File: src/rtl/led_anim_scheduler_if.sv
// Request/status bundle between the keypad code decoder and the LED animation scheduler.
// master: requester side; slave: scheduler side.
interface led_anim_scheduler_if;
    logic       req_on;
    logic       req_off;
    logic       req_egg;
    logic [1:0] sel;
    logic [4:0] frame;
    logic       frame_tick;
    logic       busy;
    logic       pending;
    logic       done;

    modport master (
        output req_on, req_off, req_egg,
        input  sel, frame, frame_tick, busy, pending, done
    );

    modport slave (
        input  req_on, req_off, req_egg,
        output sel, frame, frame_tick, busy, pending, done
    );
endinterface

File: src/rtl/led_anim_scheduler.sv
// Arbitrates LED animation requests, paces frames with a tick divider and
// keeps one pending request so a request arriving mid-animation is not lost.
module led_anim_scheduler #(
    parameter int unsigned TICK_DIV = 8388608,
    parameter int unsigned LAST_ON  = 15,
    parameter int unsigned LAST_OFF = 8,
    parameter int unsigned LAST_EGG = 30
) (
    input  logic                        clk,
    input  logic                        reset,
    led_anim_scheduler_if.slave         bus
);
    localparam int unsigned CW = (TICK_DIV > 2) ? $clog2(TICK_DIV) : 1;
    localparam logic [CW-1:0] CNT_MAX = CW'(TICK_DIV - 1);

    typedef enum logic [1:0] {
        IDLE = 2'd0,
        PLAY = 2'd1,
        HOLD = 2'd2
    } state_t;

    state_t        state_q, state_d;
    logic [1:0]    sel_q, sel_d;
    logic [4:0]    frame_q, frame_d;
    logic [CW-1:0] cnt_q, cnt_d;
    logic          pend_q, pend_d;
    logic [1:0]    pend_sel_q, pend_sel_d;
    logic          tick_q, tick_d;
    logic          busy_q, busy_d;
    logic          done_q, done_d;

    logic          req_any;
    logic [1:0]    req_code;
    logic [4:0]    last_frame;

    function automatic logic [4:0] last_of(input logic [1:0] s);
        case (s)
            2'd1:    return 5'(LAST_ON);
            2'd2:    return 5'(LAST_OFF);
            2'd3:    return 5'(LAST_EGG);
            default: return 5'd0;
        endcase
    endfunction

    always_comb begin
        req_any    = bus.req_on | bus.req_off | bus.req_egg;
        // off > on > egg when pulses coincide
        req_code   = bus.req_off ? 2'd2 : bus.req_on ? 2'd1 : bus.req_egg ? 2'd3 : 2'd0;
        last_frame = last_of(sel_q);

        state_d    = state_q;
        sel_d      = sel_q;
        frame_d    = frame_q;
        cnt_d      = cnt_q;
        pend_d     = pend_q;
        pend_sel_d = pend_sel_q;
        busy_d     = busy_q;
        tick_d     = 1'b0;
        done_d     = 1'b0;

        case (state_q)
            IDLE, HOLD: begin
                if (req_any) begin
                    state_d = PLAY;
                    sel_d   = req_code;
                    frame_d = '0;
                    cnt_d   = '0;
                    busy_d  = 1'b1;
                end
            end
            PLAY: begin
                if (req_any) begin
                    pend_d     = 1'b1;
                    pend_sel_d = req_code;
                end
                if (cnt_q == CNT_MAX) begin
                    cnt_d = '0;
                    if (frame_q == last_frame) begin
                        // A request on the expiry cycle is queued and consumed at once.
                        if (req_any || pend_q) begin
                            sel_d   = req_any ? req_code : pend_sel_q;
                            frame_d = '0;
                            pend_d  = 1'b0;
                        end else begin
                            state_d = HOLD;
                            busy_d  = 1'b0;
                        end
                    end else begin
                        frame_d = frame_q + 5'd1;
                        tick_d  = 1'b1;
                        done_d  = ((frame_q + 5'd1) == last_frame);
                    end
                end else begin
                    cnt_d = cnt_q + CW'(1);
                end
            end
            default: state_d = IDLE;
        endcase
    end

    always_ff @(posedge clk) begin
        if (reset) begin
            state_q    <= IDLE;
            sel_q      <= '0;
            frame_q    <= '0;
            cnt_q      <= '0;
            pend_q     <= 1'b0;
            pend_sel_q <= '0;
            tick_q     <= 1'b0;
            busy_q     <= 1'b0;
            done_q     <= 1'b0;
        end else begin
            state_q    <= state_d;
            sel_q      <= sel_d;
            frame_q    <= frame_d;
            cnt_q      <= cnt_d;
            pend_q     <= pend_d;
            pend_sel_q <= pend_sel_d;
            tick_q     <= tick_d;
            busy_q     <= busy_d;
            done_q     <= done_d;
        end
    end

    assign bus.sel        = sel_q;
    assign bus.frame      = frame_q;
    assign bus.frame_tick = tick_q;
    assign bus.busy       = busy_q;
    assign bus.pending    = pend_q;
    assign bus.done       = done_q;
endmodule

File: src/flat_wrapper.sv
// flat-port wrapper written by rule: the top's interface ports become plain ports
module led_anim_scheduler_flat 
#(
    parameter int unsigned TICK_DIV = 8388608,
    parameter int unsigned LAST_ON  = 15,
    parameter int unsigned LAST_OFF = 8,
    parameter int unsigned LAST_EGG = 30
)
  (clk, reset, bus_req_on, bus_req_off, bus_req_egg, bus_sel, bus_frame, bus_frame_tick, bus_busy, bus_pending, bus_done);
  led_anim_scheduler_if bus_i ();
  input  logic clk;
  input  logic reset;
  input wire logic [$bits(bus_i.req_on)-1:0] bus_req_on;
  input wire logic [$bits(bus_i.req_off)-1:0] bus_req_off;
  input wire logic [$bits(bus_i.req_egg)-1:0] bus_req_egg;
  output wire logic [$bits(bus_i.sel)-1:0] bus_sel;
  output wire logic [$bits(bus_i.frame)-1:0] bus_frame;
  output wire logic [$bits(bus_i.frame_tick)-1:0] bus_frame_tick;
  output wire logic [$bits(bus_i.busy)-1:0] bus_busy;
  output wire logic [$bits(bus_i.pending)-1:0] bus_pending;
  output wire logic [$bits(bus_i.done)-1:0] bus_done;
  assign bus_i.req_on = bus_req_on;
  assign bus_i.req_off = bus_req_off;
  assign bus_i.req_egg = bus_req_egg;
  assign bus_sel = bus_i.sel;
  assign bus_frame = bus_i.frame;
  assign bus_frame_tick = bus_i.frame_tick;
  assign bus_busy = bus_i.busy;
  assign bus_pending = bus_i.pending;
  assign bus_done = bus_i.done;
  led_anim_scheduler #(.TICK_DIV(TICK_DIV), .LAST_ON(LAST_ON), .LAST_OFF(LAST_OFF), .LAST_EGG(LAST_EGG)) u_core (.clk(clk), .reset(reset), .bus(bus_i));
endmodule
File: config.mk
export PLATFORM = sky130hd
export DESIGN_NAME = led_anim_scheduler_flat
export DESIGN_NICKNAME = d
export VERILOG_FILES = /design/src/rtl/led_anim_scheduler_if.sv /design/src/rtl/led_anim_scheduler.sv /design/src/flat_wrapper.sv
export SDC_FILE = /design/constraint.sdc
export NUM_CORES = 1
export LEC_CHECK = 0
export CAP_MARGIN = 10
export CORE_ASPECT_RATIO = 0.7
export CORE_MARGIN = 3
export CORE_UTILIZATION = 30
export DETAILED_ROUTE_END_ITERATION = 12
export SYNTH_ARGS = -nofsm -noshare
export SYNTH_HDL_FRONTEND = slang
export SYNTH_SLANG_ARGS = --single-unit
export TNS_END_PERCENT = 10
File: constraint.sdc
create_clock -name clk -period 2.75 [get_ports clk]
set_clock_uncertainty 0.2 [all_clocks]
set_input_delay 0.55 -clock clk [delete_from_list [all_inputs] [get_ports clk]]
set_output_delay 0.55 -clock clk [all_outputs]
set_load 0.02 [all_outputs]
### Cell placement, run 1

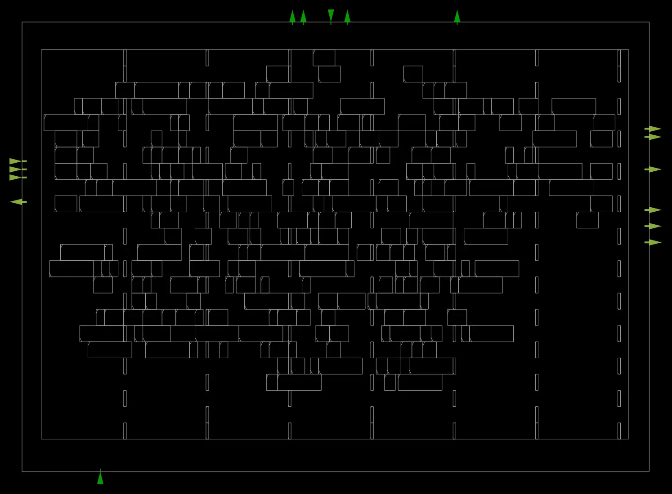
Core Footprint: 6430 um2
utilization after layout: 37.4%
Fill cells: 668
number of core rows: 24
Final Non-Filler Cells: 351

### Metal 3, run 1

Scale: 3 px per um.
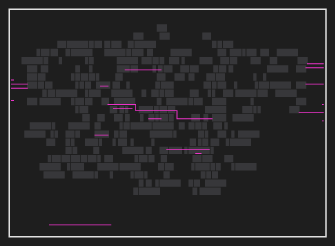
wire length on this layer: 143 um
nets with wire on the layer: 15
M3 GR Usage: 2.62%
overall routed net length: 4.59 mm

### Sizing map, run 1

Scale: 4 px per um.
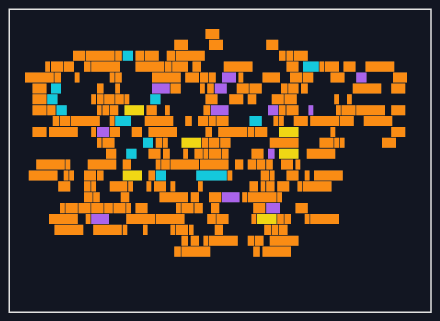
[purple] drive 2 | cells: 12
[yellow] drive 6 and up | cells: 6
[cyan] drive 3 to 4 | cells: 12
[orange] drive 1 or less | cells: 230
count of plain and timing-repair buffers in the layout: 23
final worst setup slack: 0.399 ns

==> flow.log, run 1 <==
[flow] collecting metrics
INFO  metric outcome = complete, no violations
INFO  metric seq_power_share = 52.9%
INFO  metric power.internal = 810 uW
INFO  metric max_slew_margin = 50.4%
INFO  metric worstHoldStart = u_core.pend_sel_q[0]
INFO  metric max_slew_violations = 0
INFO  metric sw_frac_of_total = between 20% and 30%
INFO  metric globalplace.congestion = 0.810
INFO  metric cts_made_buffers = 5
INFO  metric drive_above_1_share = 11.5%
INFO  metric setup_total_negative_slack = 0 ns
INFO  metric dp.cells = between 300 and 400
INFO  metric log.warning_count = 26
INFO  metric power.ir.vdd_worst = 0.229 mV
INFO  metric viasPerCell = 4.97
INFO  metric clock_tree_from_tritoncts = yes
INFO  metric worst_skew_pair.late_latency = about 0.29 ns
INFO  metric pwr_density_cell = around 450 nW/um2
INFO  metric async_flop_share = 0%
INFO  metric top_cells_by_area = sky130_fd_sc_hd__dfxtp_1 37%, sky130_fd_sc_hd__xor2_1 6.8%, sky130_fd_sc_hd__nor2_1 5.6%
INFO  metric fp.dieH = approximately 75 um
INFO  metric whs = 0.282 ns
INFO  metric fmaxAchievable = 0.425 GHz
INFO  metric synth_stat.cells = ~240
INFO  metric grt_setup_unrepaired = no
INFO  metric finalSetupViolations = 0
INFO  metric final_antenna_net_count = 0
INFO  metric data_arrival_at_the_endpoint_of_the_critical_path = 2.33 ns
INFO  metric die-width = between 100 and 150 um
INFO  metric final_layout_top_logic_cell = sky130_fd_sc_hd__dfxtp_1
INFO  metric mostFrequentLayoutCells = 38 x sky130_fd_sc_hd__dfxtp_1, 31 x sky130_fd_sc_hd__nor2_1, 16 x sky130_fd_sc_hd__nand2_1, 16 x sky130_fd_sc_hd__xor2_1, 15 x sky130_fd_sc_hd__clkdlybuf4s50_1
INFO  metric hold_viol = 0
INFO  metric startpoint_type = flop
INFO  metric worst-slew-pin-transition = 0.743 ns
INFO  metric cts.reportedPaths.clkPinSlew = 0.08 ns
INFO  metric worst_setup_path_end_kind = flop
INFO  metric dr.first_iter.drc_count = 101
INFO  metric clock_power_share = 37.6%
INFO  metric grt_max_degree = 23
INFO  metric synth.cell_area = a little over 2000 um2
INFO  metric most_common_cell = sky130_fd_sc_hd__dfxtp_1
INFO  metric worstReg2RegStart = u_core.cnt_q[0]
INFO  metric postSynthSeqShare = 36.9%
INFO  metric ys_top_cells_by_count = 38 x sky130_fd_sc_hd__dfxtp_1, 31 x sky130_fd_sc_hd__nor2_1, 16 x sky130_fd_sc_hd__nand2_1, 16 x sky130_fd_sc_hd__xor2_1, 13 x sky130_fd_sc_hd__a21oi_1
INFO  metric synth_cell_type_count = ~58
INFO  metric drc_errors = 0
INFO  metric gr-total-overflow = 0
INFO  metric syn_to_final_growth = 16.7%
INFO  metric buffer_ports.inserted = 15
INFO  metric critical_path_class = reg2reg
INFO  metric antenna_found_initial = 0
INFO  metric placement.cell_area = approximately 2300 um2
INFO  metric detailedRoute.firstPassIterationCount = 4
INFO  metric power.switching = 271 uW
INFO  metric enable_flop_cells = 0
INFO  metric final_critical_path_required_period = around 2.4 ns
INFO  metric synth_chip_area = 2060 um2
INFO  metric wl_per_cell = 13.1 um
INFO  metric largest_register_ffs = 23
INFO  metric place_ws = about 0.16 ns
INFO  metric via_count = 1,746
INFO  metric yosys_register_bits = 38
INFO  metric total_leakage_power = 0.830 nW
INFO  metric yosysWarnings = 0
INFO  metric grt_pass1_vias = between 1.5k and 2k
INFO  metric final_total_power = 1.08 mW
INFO  metric critPathLaunch = u_core.cnt_q[0]
INFO  metric syn_avg_cell_area = 8.52 um2
INFO  metric top_area_cell = sky130_fd_sc_hd__dfxtp_1
INFO  metric postCtsHoldBufs = 0
INFO  metric num_io_pins = 16
INFO  metric diodes = 0
INFO  metric first_pass_grt_wire_length = between 7 and 8 mm
INFO  metric post-route-cell-area = 2410 um2
INFO  metric core_util_floorplan = between 30% and 40%
INFO  metric cts_root_buf = sky130_fd_sc_hd__clkbuf_8
INFO  metric synth_top_flop_cell = sky130_fd_sc_hd__dfxtp_1
INFO  metric largest_register = u_core.cnt_q
INFO  metric postCtsResizedCells = 0
INFO  metric clock_sinks = 38
INFO  metric synthesis.instances = 242
INFO  metric max_cap_viol_count = 0
INFO  metric global_route.usage.total = 12.3%
INFO  metric required_time_at_the_worst_slack_endpoint = 2.73 ns
INFO  metric hold_path_class = reg2reg
INFO  metric combinational_share_of_power = a little under a tenth
INFO  metric min_period_over_period = 85.5%
INFO  metric cts_htree_levels = 2
INFO  metric postCtsSetupRepairBufs = 0
INFO  metric layout.nets = 266
INFO  metric clk_path_buf_depth = 2
INFO  metric dpl.hpwl = 3.38 mm
INFO  metric chipArea = roughly 7900 um2
INFO  metric synth_top_area_share = 36.9%
INFO  metric syn_nets = 249
INFO  metric path_max_fanout = 6
## run 1: final timing paths
path | end | slack, ns | cells after the start
worst max-delay path | u_core.bus.sel[0] | 0.40 | 6
worst min-delay path | u_core.pend_sel_q[0] | 0.28 | 2
worst max register to register | u_core.bus.sel[0] | 0.40 | 6
worst min register to register | u_core.pend_sel_q[0] | 0.28 | 2
## run 1: cell type report
class	count	area [um2]	area share [%]
Clock inverter	1	5.00	0.208
Tap cell	91	114	4.73
Multi-Input combinational cell	185	1210	50.2
Sequential cell	38	761	31.6
Clock buffer	7	86.3	3.59
Timing Repair Buffer	23	210	8.74
Inverter	6	22.5	0.936
## run 1: per-layer routing
| layer | global-route usage [%] | share of wire, % |
|---|---|---|
| met3 | 2.62 | 3.1 |
| met4 | 5.24 | 1.2 |
| met1 | 19.1 | 60 |
| met5 | 0 | 0 |
| met2 | 16.1 | 36 |
## run 1: critical path, stage by stage, from the launching register on
cell                       delay (ns)
sky130_fd_sc_hd__dfxtp_1         0.37
sky130_fd_sc_hd__ha_1            0.23
sky130_fd_sc_hd__and3_1          0.20
sky130_fd_sc_hd__nor3b_2         0.36
sky130_fd_sc_hd__nand4_2         0.19
sky130_fd_sc_hd__a211oi_2        0.34
sky130_fd_sc_hd__mux2_1          0.35
## run 1: cell families after synthesis
| family | share of synthesized area (%) |
|---|---|
| simple gates | 30.0 |
| compound gates | 16.0 |
| flops | 36.9 |
| xor+xnor | 8.92 |
| buf+inv | 4.55 |
| mux | 2.49 |
| fa+ha+maj | 1.21 |
## run 1: power groups by stage
stage,combinational (mW),sequential (mW),clock [mW]
2_1_floorplan,0.0670,0.584,0
3_3_place_gp,0.102,0.585,0
3_5_place_dp,0.103,0.585,0
4_1_cts,0.104,0.572,0.415
5_1_grt,0.115,0.574,0.440
6_report,0.103,0.572,0.406
==> run 2: changes to the inputs <==
--- a/config.mk
+++ b/config.mk
@@ -9,8 +9,9 @@
 export CORE_ASPECT_RATIO = 0.7
 export CORE_MARGIN = 3
 export CORE_UTILIZATION = 30
+export CTS_BUF_LIST = sky130_fd_sc_hd__clkbuf_4 sky130_fd_sc_hd__clkbuf_8 sky130_fd_sc_hd__clkbuf_16
 export DETAILED_ROUTE_END_ITERATION = 12
 export SYNTH_ARGS = -nofsm -noshare
 export SYNTH_HDL_FRONTEND = slang
 export SYNTH_SLANG_ARGS = --single-unit
-export TNS_END_PERCENT = 10
+export TNS_END_PERCENT = 100
### Sizing map, run 2

Scale: 4 px per um.
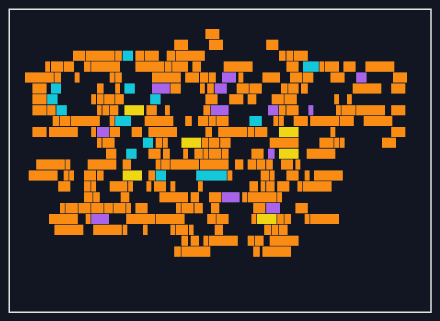
[orange] drive 1 or less | cells: 229
[purple] drive 2 | cells: 12
[yellow] drive 6 and up | cells: 6
[cyan] drive 3 to 4 | cells: 13
layout overhead on the synthesized area: 16.9%
area of all placed cells without fillers: 2410 um2
final worst setup slack: 0.395 ns

### Metal 3, run 2

Scale: 3 px per um.
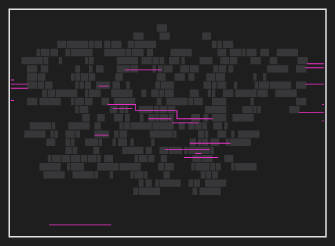
wire length on this layer: 180 um
main direction: horizontal
nets with wire on the layer: 18
longest straight run: 20.5 um
share of all routed wire: 3.9%
overall routed net length: 4.60 mm
vias: 1,757

### Sequential cells coloured by netlist name, run 2

Scale: 4 px per um.
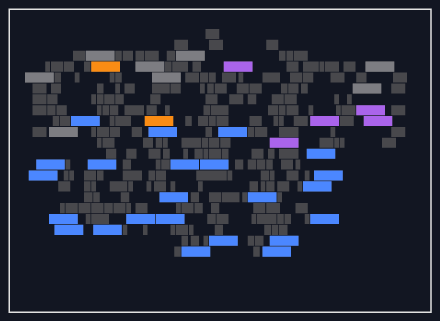
[purple] u_core.bus.frame | placed flops: 5
[blue] u_core.cnt_q | placed flops: 23
[orange] u_core.state_q | placed flops: 2
utilization after layout: 37.5%
area taken by flip-flops and latches: 761 um2
proportion of cell area occupied by registers: 31.6%
Seq group: 572 uW

==> run 2 against run 1 <==
  * Power is 1.0% higher
  * Sequential power about the same
  * Sequential share of layout area barely moved
  * Critical endpoint unchanged
  * Largest cell class unchanged
  * Largest power group unchanged
==> flow.log, run 2 <==
[flow] collecting metrics
INFO  metric log.warning_count = 26
INFO  metric cts_root_buf = sky130_fd_sc_hd__clkbuf_8
INFO  metric place_ws = 0.164 ns
INFO  metric globalplace.congestion = ~0.81
INFO  metric core_region_area = around 6400 um2
INFO  metric most_common_cell = sky130_fd_sc_hd__dfxtp_1
INFO  metric antenna_found_initial = 0
INFO  metric power.ir.vdd_worst = 0.230 mV
INFO  metric final_total_power = 1.09 mW
INFO  metric largest_register_ffs = 23
INFO  metric max_slew_margin = ~50%
INFO  metric placement.cell_area = 2310 um2
INFO  metric data_arrival_at_the_endpoint_of_the_critical_path = 2.34 ns
INFO  metric ys_top_cells_by_count = 38 x sky130_fd_sc_hd__dfxtp_1, 31 x sky130_fd_sc_hd__nor2_1, 16 x sky130_fd_sc_hd__nand2_1, 16 x sky130_fd_sc_hd__xor2_1, 13 x sky130_fd_sc_hd__a21oi_1
INFO  metric core_util_floorplan = between 30 and 40%
INFO  metric finish.cell_count_without_fillers = about 350
INFO  metric fmaxAchievable = around 0.42 GHz
INFO  metric max_slew_violations = 0
INFO  metric hold_path_class = reg2reg
INFO  metric min_period_over_period = approximately 86%
INFO  metric buffer_ports.inserted = 15
INFO  metric cpLargestDelayFamily = simple AND/OR/NAND/NOR gates
INFO  metric grt_max_degree = 23
INFO  metric clock_tree_from_tritoncts = yes
INFO  metric async_flop_share = 0%
INFO  metric syn_avg_cell_area = 8.52 um2
INFO  metric max_cap_viol_count = 0
INFO  metric synth_stat.cells = 242
INFO  metric grt_pass1_vias = 1,570
INFO  metric chipArea = 7920 um2
INFO  metric drive_above_1_share = a little under an eighth
INFO  metric finalSetupViolations = 0
INFO  metric global_route.usage.total = 12.3%
INFO  metric crit_path_max_incr_delay = ~0.37 ns
INFO  metric cts_htree_levels = 2
INFO  metric worst-slew-pin-transition = 0.747 ns
INFO  metric first_pass_grt_wire_length = 7.78 mm
INFO  metric synth_top_area_share = 36.9%
INFO  metric synth.cell_area = around 2100 um2
INFO  metric final_layout_top_logic_cell = sky130_fd_sc_hd__dfxtp_1
INFO  metric dpl.hpwl = approximately 3.4 mm
INFO  metric mostFrequentLayoutCells = 38 x sky130_fd_sc_hd__dfxtp_1, 31 x sky130_fd_sc_hd__nor2_1, 16 x sky130_fd_sc_hd__nand2_1, 16 x sky130_fd_sc_hd__xor2_1, 15 x sky130_fd_sc_hd__clkdlybuf4s50_1
INFO  metric cpMaxStageDelayCell = sky130_fd_sc_hd__dfxtp_1
INFO  metric yosysWarnings = 0
INFO  metric clock_sinks = 38
INFO  metric grt_setup_unrepaired = no
INFO  metric largest_register = u_core.cnt_q
INFO  metric detailedRoute.firstPassIterationCount = 4
INFO  metric worst_skew_pair.late_latency = between 0.2 and 0.3 ns
INFO  metric path_max_fanout = 6
INFO  metric enable_flop_cells = 0
INFO  metric syn_nets = 249
INFO  metric fillCellCount = 669
INFO  metric top_cells_by_area = sky130_fd_sc_hd__dfxtp_1 37%, sky130_fd_sc_hd__xor2_1 6.8%, sky130_fd_sc_hd__nor2_1 5.6%
INFO  metric wl_per_cell = 13.1 um
INFO  metric cp_num_buf_inv = 0
INFO  metric viasPerCell = between 5 and 6
INFO  metric postCtsResizedCells = 0
INFO  metric final_antenna_net_count = 0
INFO  metric cells_along_the_critical_path = ha_1, and3_1, nor3b_2, nand4_2, a211oi_2, mux2_1
INFO  metric top_area_cell = sky130_fd_sc_hd__dfxtp_1
INFO  metric num_io_pins = 16
INFO  metric pwr_density_cell = 453 nW/um2
INFO  metric whs = 0.282 ns
INFO  metric final_critical_path_required_period = 2.35 ns
INFO  metric yosys_register_bits = 38
INFO  metric synth_chip_area = about 2100 um2
INFO  metric hold_viol = 0
INFO  metric dr.first_iter.drc_count = 87
INFO  metric required_time_at_the_worst_slack_endpoint = 2.73 ns
INFO  metric layout.nets = approximately 270
INFO  metric outcome = complete, no violations
INFO  metric cts_made_buffers = 5
INFO  metric clk_path_buf_depth = 2
INFO  metric gr-total-overflow = 0
INFO  metric critical_path_class = reg2reg
INFO  metric startpoint_type = flop
INFO  metric setup_total_negative_slack = 0 ns
INFO  metric synth_cell_type_count = between 50 and 60
INFO  metric fp.dieH = 75.4 um
INFO  metric dp.cells = approximately 340
INFO  metric drc_errors = 0
INFO  metric worst_setup_path_end_kind = flop
INFO  metric num_rows = 24
INFO  metric diodes = 0
INFO  metric die-width = 105 um
INFO  metric postSynthSeqShare = 36.9%
INFO  metric synth_top_flop_cell = sky130_fd_sc_hd__dfxtp_1
INFO  metric cts.reportedPaths.clkPinSlew = roughly 0.08 ns
INFO  metric postCtsSetupRepairBufs = 0
INFO  metric synthesis.instances = 242
INFO  metric total_leakage_power = 0.833 nW
INFO  metric postCtsHoldBufs = 0
## run 2: cell counts after synthesis
No cell type changed its count.
## run 2: power breakdown
group	internal, mW	total (mW)	switching, mW
combinational	0.0474	0.103	0.0559
clock	0.212	0.417	0.205
sequential	0.560	0.572	0.0122
total	0.819	1.09	0.273
## run 2: path summary, 6_finish.rpt
| kind | startpoint | cells past startpoint | slack, ns | endpoint |
|---|---|---|---|---|
| worst max register to register | u_core.cnt_q[0] | 6 | 0.40 | u_core.bus.sel[0] |
| worst min-delay path | u_core.pend_sel_q[0] | 2 | 0.28 | u_core.pend_sel_q[0] |
| worst min register to register | u_core.pend_sel_q[0] | 2 | 0.28 | u_core.pend_sel_q[0] |
| worst max-delay path | u_core.cnt_q[0] | 6 | 0.40 | u_core.bus.sel[0] |
## run 2: metal layers
metal	global-route usage (%)	share of wire, %	vias to the layer above
met5	0	0	-
met4	5.24	1.2	0
met3	2.62	3.9	5
met2	16.1	36	31
met1	19.1	59	807
li1	-	-	914
## run 2: kinds of logic (layout without fill, tap and decap cells)
family | count (synthesis) | in the layout | synth area share, %
and+or+nand+nor | 110 | 110 | 30.0
AOI/OAI and AO/OA | 47 | 47 | 16.0
DFF | 38 | 38 | 36.9
xor gates and xnor gates | 21 | 21 | 8.92
buffers and inverters | 19 | 37 | 4.55
muxes | 5 | 5 | 2.49
adders and majority gates | 2 | 2 | 1.21
## run 2: area by class of cell
| cell class | instances | area (um2) | area share [%] |
|---|---|---|---|
| Clock buffer | 7 | 90.1 | 3.74 |
| Timing Repair Buffer | 23 | 210 | 8.72 |
| Multi-Input combinational cell | 185 | 1210 | 50.1 |
| Clock inverter | 1 | 5.00 | 0.208 |
| Sequential cell | 38 | 761 | 31.6 |
| Tap cell | 91 | 114 | 4.72 |
| Inverter | 6 | 22.5 | 0.935 |
==> run 3: changes to the inputs <==
--- a/config.mk
+++ b/config.mk
@@ -11,6 +11,7 @@
 export CORE_UTILIZATION = 30
 export CTS_BUF_LIST = sky130_fd_sc_hd__clkbuf_4 sky130_fd_sc_hd__clkbuf_8 sky130_fd_sc_hd__clkbuf_16
 export DETAILED_ROUTE_END_ITERATION = 12
+export DONT_BUFFER_PORTS = 1
 export SYNTH_ARGS = -nofsm -noshare
 export SYNTH_HDL_FRONTEND = slang
 export SYNTH_SLANG_ARGS = --single-unit
### Sequential cells coloured by netlist name, run 3

Scale: 4 px per um.
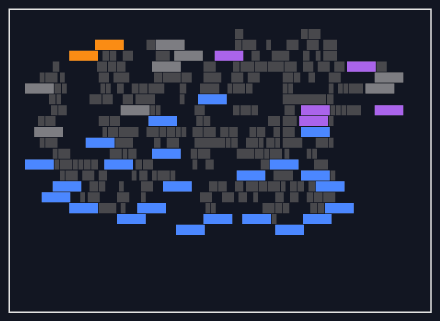
[orange] u_core.state_q | placed flops: 2
[blue] u_core.cnt_q | placed flops: 23
[purple] u_core.bus.frame | placed flops: 5
Seq group: 579 uW
utilization after layout: 34.9%

### Placed cells, one colour a class, run 3

Scale: 4 px per um.
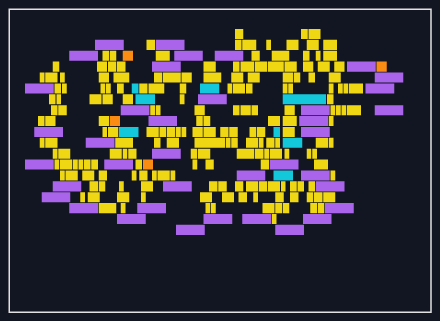
[orange] other buffers and delay cells | cells: 4
[yellow] all other logic | cells: 191
[cyan] clock drivers and dummy loads | cells: 8
[purple] flops | cells: 38
proportion of cell area occupied by registers: 33.9%
area of all placed cells without fillers: 2240 um2

### Cell placement, run 3

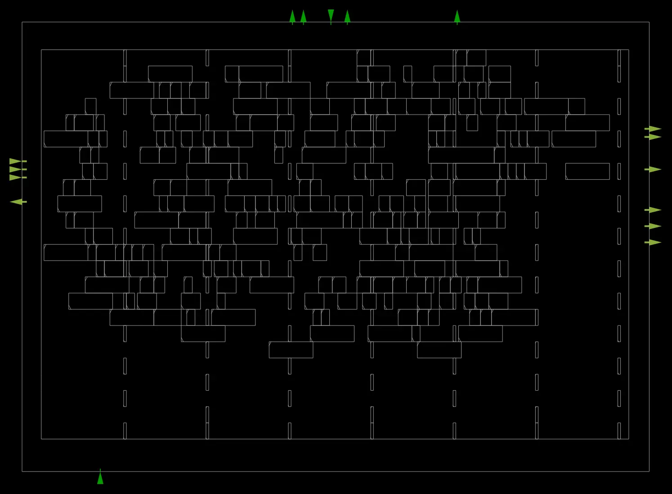
number of flip-flops and latches: 38
inserted tap cell count: 91

==> run 3 against run 2 <==
  * Design area fell by 6.9%
  * Highest routed layer unchanged
  * Largest cell class unchanged
  * Setup slack better by 0.010 ns
  * Critical path type unchanged
  * Cell count is 5.4% lower
  * Core utilization down 2.6 points
  * Worst hold slack worse by 0.16 ns
==> flow.log, run 3 <==
[flow] collecting metrics
INFO  metric num_rows = 24
INFO  metric muxShareOfSynthArea = roughly 2.5%
INFO  metric buffer_ports.inserted = 0
INFO  metric max_slew_violations = 0
INFO  metric outcome = complete, no violations
INFO  metric final_layout_top_logic_cell = sky130_fd_sc_hd__dfxtp_1
INFO  metric syn_avg_cell_area = approximately 8.5 um2
INFO  metric met3WireLength = 297 um
INFO  metric synth_cell_type_count = 58
INFO  metric dr.max_layer_used = met4
INFO  metric yosys_register_bits = 38
INFO  metric synth_compound_gate_area_share = 16.0%
INFO  metric dr.first_iter.drc_count = 92
INFO  metric pwr.group.clock = 473 uW
INFO  metric routedLengthMet1 = around 2.5 mm
INFO  metric crit_path_max_incr_delay = approximately 0.38 ns
INFO  metric num_io_pins = 16
INFO  metric largest_register = u_core.cnt_q
INFO  metric synth_top_area_share = 36.9%
INFO  metric min_period_over_period = 85.3%
INFO  metric grt_pass1_vias = between 1.5k and 2k
INFO  metric top_area_cell = sky130_fd_sc_hd__dfxtp_1
INFO  metric core_util_floorplan = 32.1%
INFO  metric p_comb = slightly above 70 uW
INFO  metric critical_path_class = reg2reg
INFO  metric syn_to_final_growth = 8.80%
INFO  metric max_slew_margin = 55.6%
INFO  metric setup_total_negative_slack = 0 ns
INFO  metric clock_tree_from_tritoncts = yes
INFO  metric top_cells_by_area = sky130_fd_sc_hd__dfxtp_1 37%, sky130_fd_sc_hd__xor2_1 6.8%, sky130_fd_sc_hd__nor2_1 5.6%
INFO  metric worst_setup_path_end_kind = flop
INFO  metric synth_chip_area = 2060 um2
INFO  metric final_critical_path_required_period = 2.34 ns
INFO  metric cpMaxStageDelayCell = sky130_fd_sc_hd__nor3b_2
INFO  metric xor_xnor_cells_area_fraction = between 8 and 9%
INFO  metric drc_errors = 0
INFO  metric total_leakage_power = around 0.77 nW
INFO  metric postCtsResizedCells = 0
INFO  metric power.internal = 858 uW
INFO  metric via_count = 1,723
INFO  metric viasPerCell = 5.19
INFO  metric globalplace.congestion = around 0.75
INFO  metric cts_htree_levels = 2
INFO  metric fmaxAchievable = 0.427 GHz
INFO  metric synth.cell_area = 2060 um2
INFO  metric largestPowerGroup = sequential cells
INFO  metric mostFrequentLayoutCells = 38 x sky130_fd_sc_hd__dfxtp_1, 31 x sky130_fd_sc_hd__nor2_1, 16 x sky130_fd_sc_hd__nand2_1, 16 x sky130_fd_sc_hd__xor2_1, 13 x sky130_fd_sc_hd__a21oi_1
INFO  metric dp.cells = 324
INFO  metric diodes = 0
INFO  metric global_route.usage.total = 12.3%
INFO  metric clk_path_buf_depth = 2
INFO  metric reg_to_reg_setup_timing_slack = 0.41 ns
INFO  metric hold_viol = 0
INFO  metric cts_made_buffers = 5
INFO  metric clock_sinks = 38
INFO  metric postSynthSeqShare = 36.9%
INFO  metric sw_frac_of_total = 23.6%
INFO  metric cpLargestDelayFamily = AND-OR/OR-AND gates
INFO  metric largest_register_ffs = 23
INFO  metric clock_power_share = 42.1%
INFO  metric grt_max_degree = 23
INFO  metric syn_nets = 249
INFO  metric placement.cell_area = 2130 um2
INFO  metric detailedRoute.firstPassIterationCount = 4
INFO  metric cells_along_the_critical_path = ha_1, and3_1, nor3b_2, a21oi_1, o21bai_1, buf_4, o21ba_2
INFO  metric ys_sh_adder = 1.21%
INFO  metric enable_flop_cells = 0
INFO  metric dr_wl_met2 = 1.67 mm
INFO  metric synth_stat.cells = 242
INFO  metric dpl.hpwl = 3.30 mm
INFO  metric final_antenna_net_count = 0
INFO  metric wl_per_cell = 13.7 um
INFO  metric cts_root_buf = sky130_fd_sc_hd__clkbuf_8
INFO  metric synth.cellmix.simpleShare = 30.0%
INFO  metric finalSetupViolations = 0
INFO  metric worst_skew_pair.late_latency = between 0.2 and 0.3 ns
INFO  metric log.warning_count = 26
INFO  metric finish.cell_count_without_fillers = between 300 and 400
INFO  metric fp.dieH = between 70 and 80 um
INFO  metric combinational_share_of_power = 6.4%
INFO  metric whs = 0.123 ns
INFO  metric startpoint_type = flop
INFO  metric required_time_at_the_worst_slack_endpoint = 2.73 ns
INFO  metric cts.reportedPaths.clkPinSlew = roughly 0.080 ns
INFO  metric async_flop_share = 0%
INFO  metric grt_setup_unrepaired = no
INFO  metric max_cap_viol_count = 0
INFO  metric yosysWarnings = 0
INFO  metric ys_top_cells_by_count = 38 x sky130_fd_sc_hd__dfxtp_1, 31 x sky130_fd_sc_hd__nor2_1, 16 x sky130_fd_sc_hd__nand2_1, 16 x sky130_fd_sc_hd__xor2_1, 13 x sky130_fd_sc_hd__a21oi_1
INFO  metric data_arrival_at_the_endpoint_of_the_critical_path = 2.33 ns
INFO  metric postCtsHoldBufs = 0
INFO  metric postCtsSetupRepairBufs = 0
INFO  metric synthTopLogicFamily = simple AND/OR/NAND/NOR gates
INFO  metric chipArea = 7920 um2
INFO  metric overall_routed_net_length = 4.55 mm
INFO  metric power.ir.vdd_worst = just under 0.2 mV
INFO  metric cp_num_buf_inv = 1
INFO  metric synth_top_flop_cell = sky130_fd_sc_hd__dfxtp_1
INFO  metric core_region_area = 6430 um2
INFO  metric hold_path_class = in2reg
INFO  metric worst-slew-pin-transition = roughly 0.67 ns
INFO  metric die-width = approximately 110 um
INFO  metric most_common_cell = sky130_fd_sc_hd__dfxtp_1
INFO  metric drive_above_1_share = between 10% and 20%
INFO  metric seq_power_share = between 50% and 60%
INFO  metric pwr_density_cell = around 500 nW/um2
INFO  metric antenna_found_initial = 0
INFO  metric first_pass_grt_wire_length = 7.65 mm
INFO  metric power.switching = 265 uW
INFO  metric layout.nets = 247
INFO  metric gr-total-overflow = 0
INFO  metric path_max_fanout = 22
INFO  metric synthesis.instances = about 240
## run 3: cell count changes in the layout (fill, tap and decap cells not counted)
cell | before | now
sky130_fd_sc_hd__buf_4 | 8 | 4
sky130_fd_sc_hd__bufinv_16 | 0 | 1
sky130_fd_sc_hd__clkbuf_4 | 1 | 0
sky130_fd_sc_hd__clkbuf_8 | 6 | 5
sky130_fd_sc_hd__clkdlybuf4s50_1 | 15 | 0
sky130_fd_sc_hd__clkinv_2 | 1 | 2
## run 3: stage by stage
step           worst slack (ns)  power, mW
6_report                  0.405       1.12
5_1_grt                   0.215       1.17
4_1_cts                   0.398       1.14
3_5_place_dp              0.315      0.663
3_3_place_gp              0.355      0.663
2_1_floorplan             0.588      0.651
## run 3: layer usage
layer,vias up,global-route usage (%)
met2,49,15.5
li1,866,-
met4,0,5.97
met3,7,3.39
met5,-,0
met1,801,18.8
## run 3: cells by family after synthesis
| family | count (synthesis) |
|---|---|
| AND-OR/OR-AND | 47 |
| XOR/XNOR | 21 |
| adder cells (fa/ha/maj) | 2 |
| buffers and inverters | 19 |
| flip-flops | 38 |
| multiplexers | 5 |
| AND/OR/NAND/NOR | 110 |
## run 3: area by class of cell
cell class                 instances  area [um2]
clock buffer                       5        68.8
clock inverter                     3        40.0
fill                             683        4180
inverter                           6        22.5
multi-input combinational        185        1210
sequential                        38         761
tap                               91         114
timing repair buffer               4        30.0
## run 3: final timing paths
check | start | endpoint | cells past startpoint
hold / removal | reset | u_core.cnt_q[1] | 1
hold reg to reg | u_core.pend_sel_q[0] | u_core.pend_sel_q[0] | 2
setup reg to reg | u_core.cnt_q[0] | u_core.cnt_q[22] | 7
setup / recovery | u_core.cnt_q[0] | u_core.cnt_q[22] | 7
Power figures rest on the tool's default switching activity, not on a simulated workload.
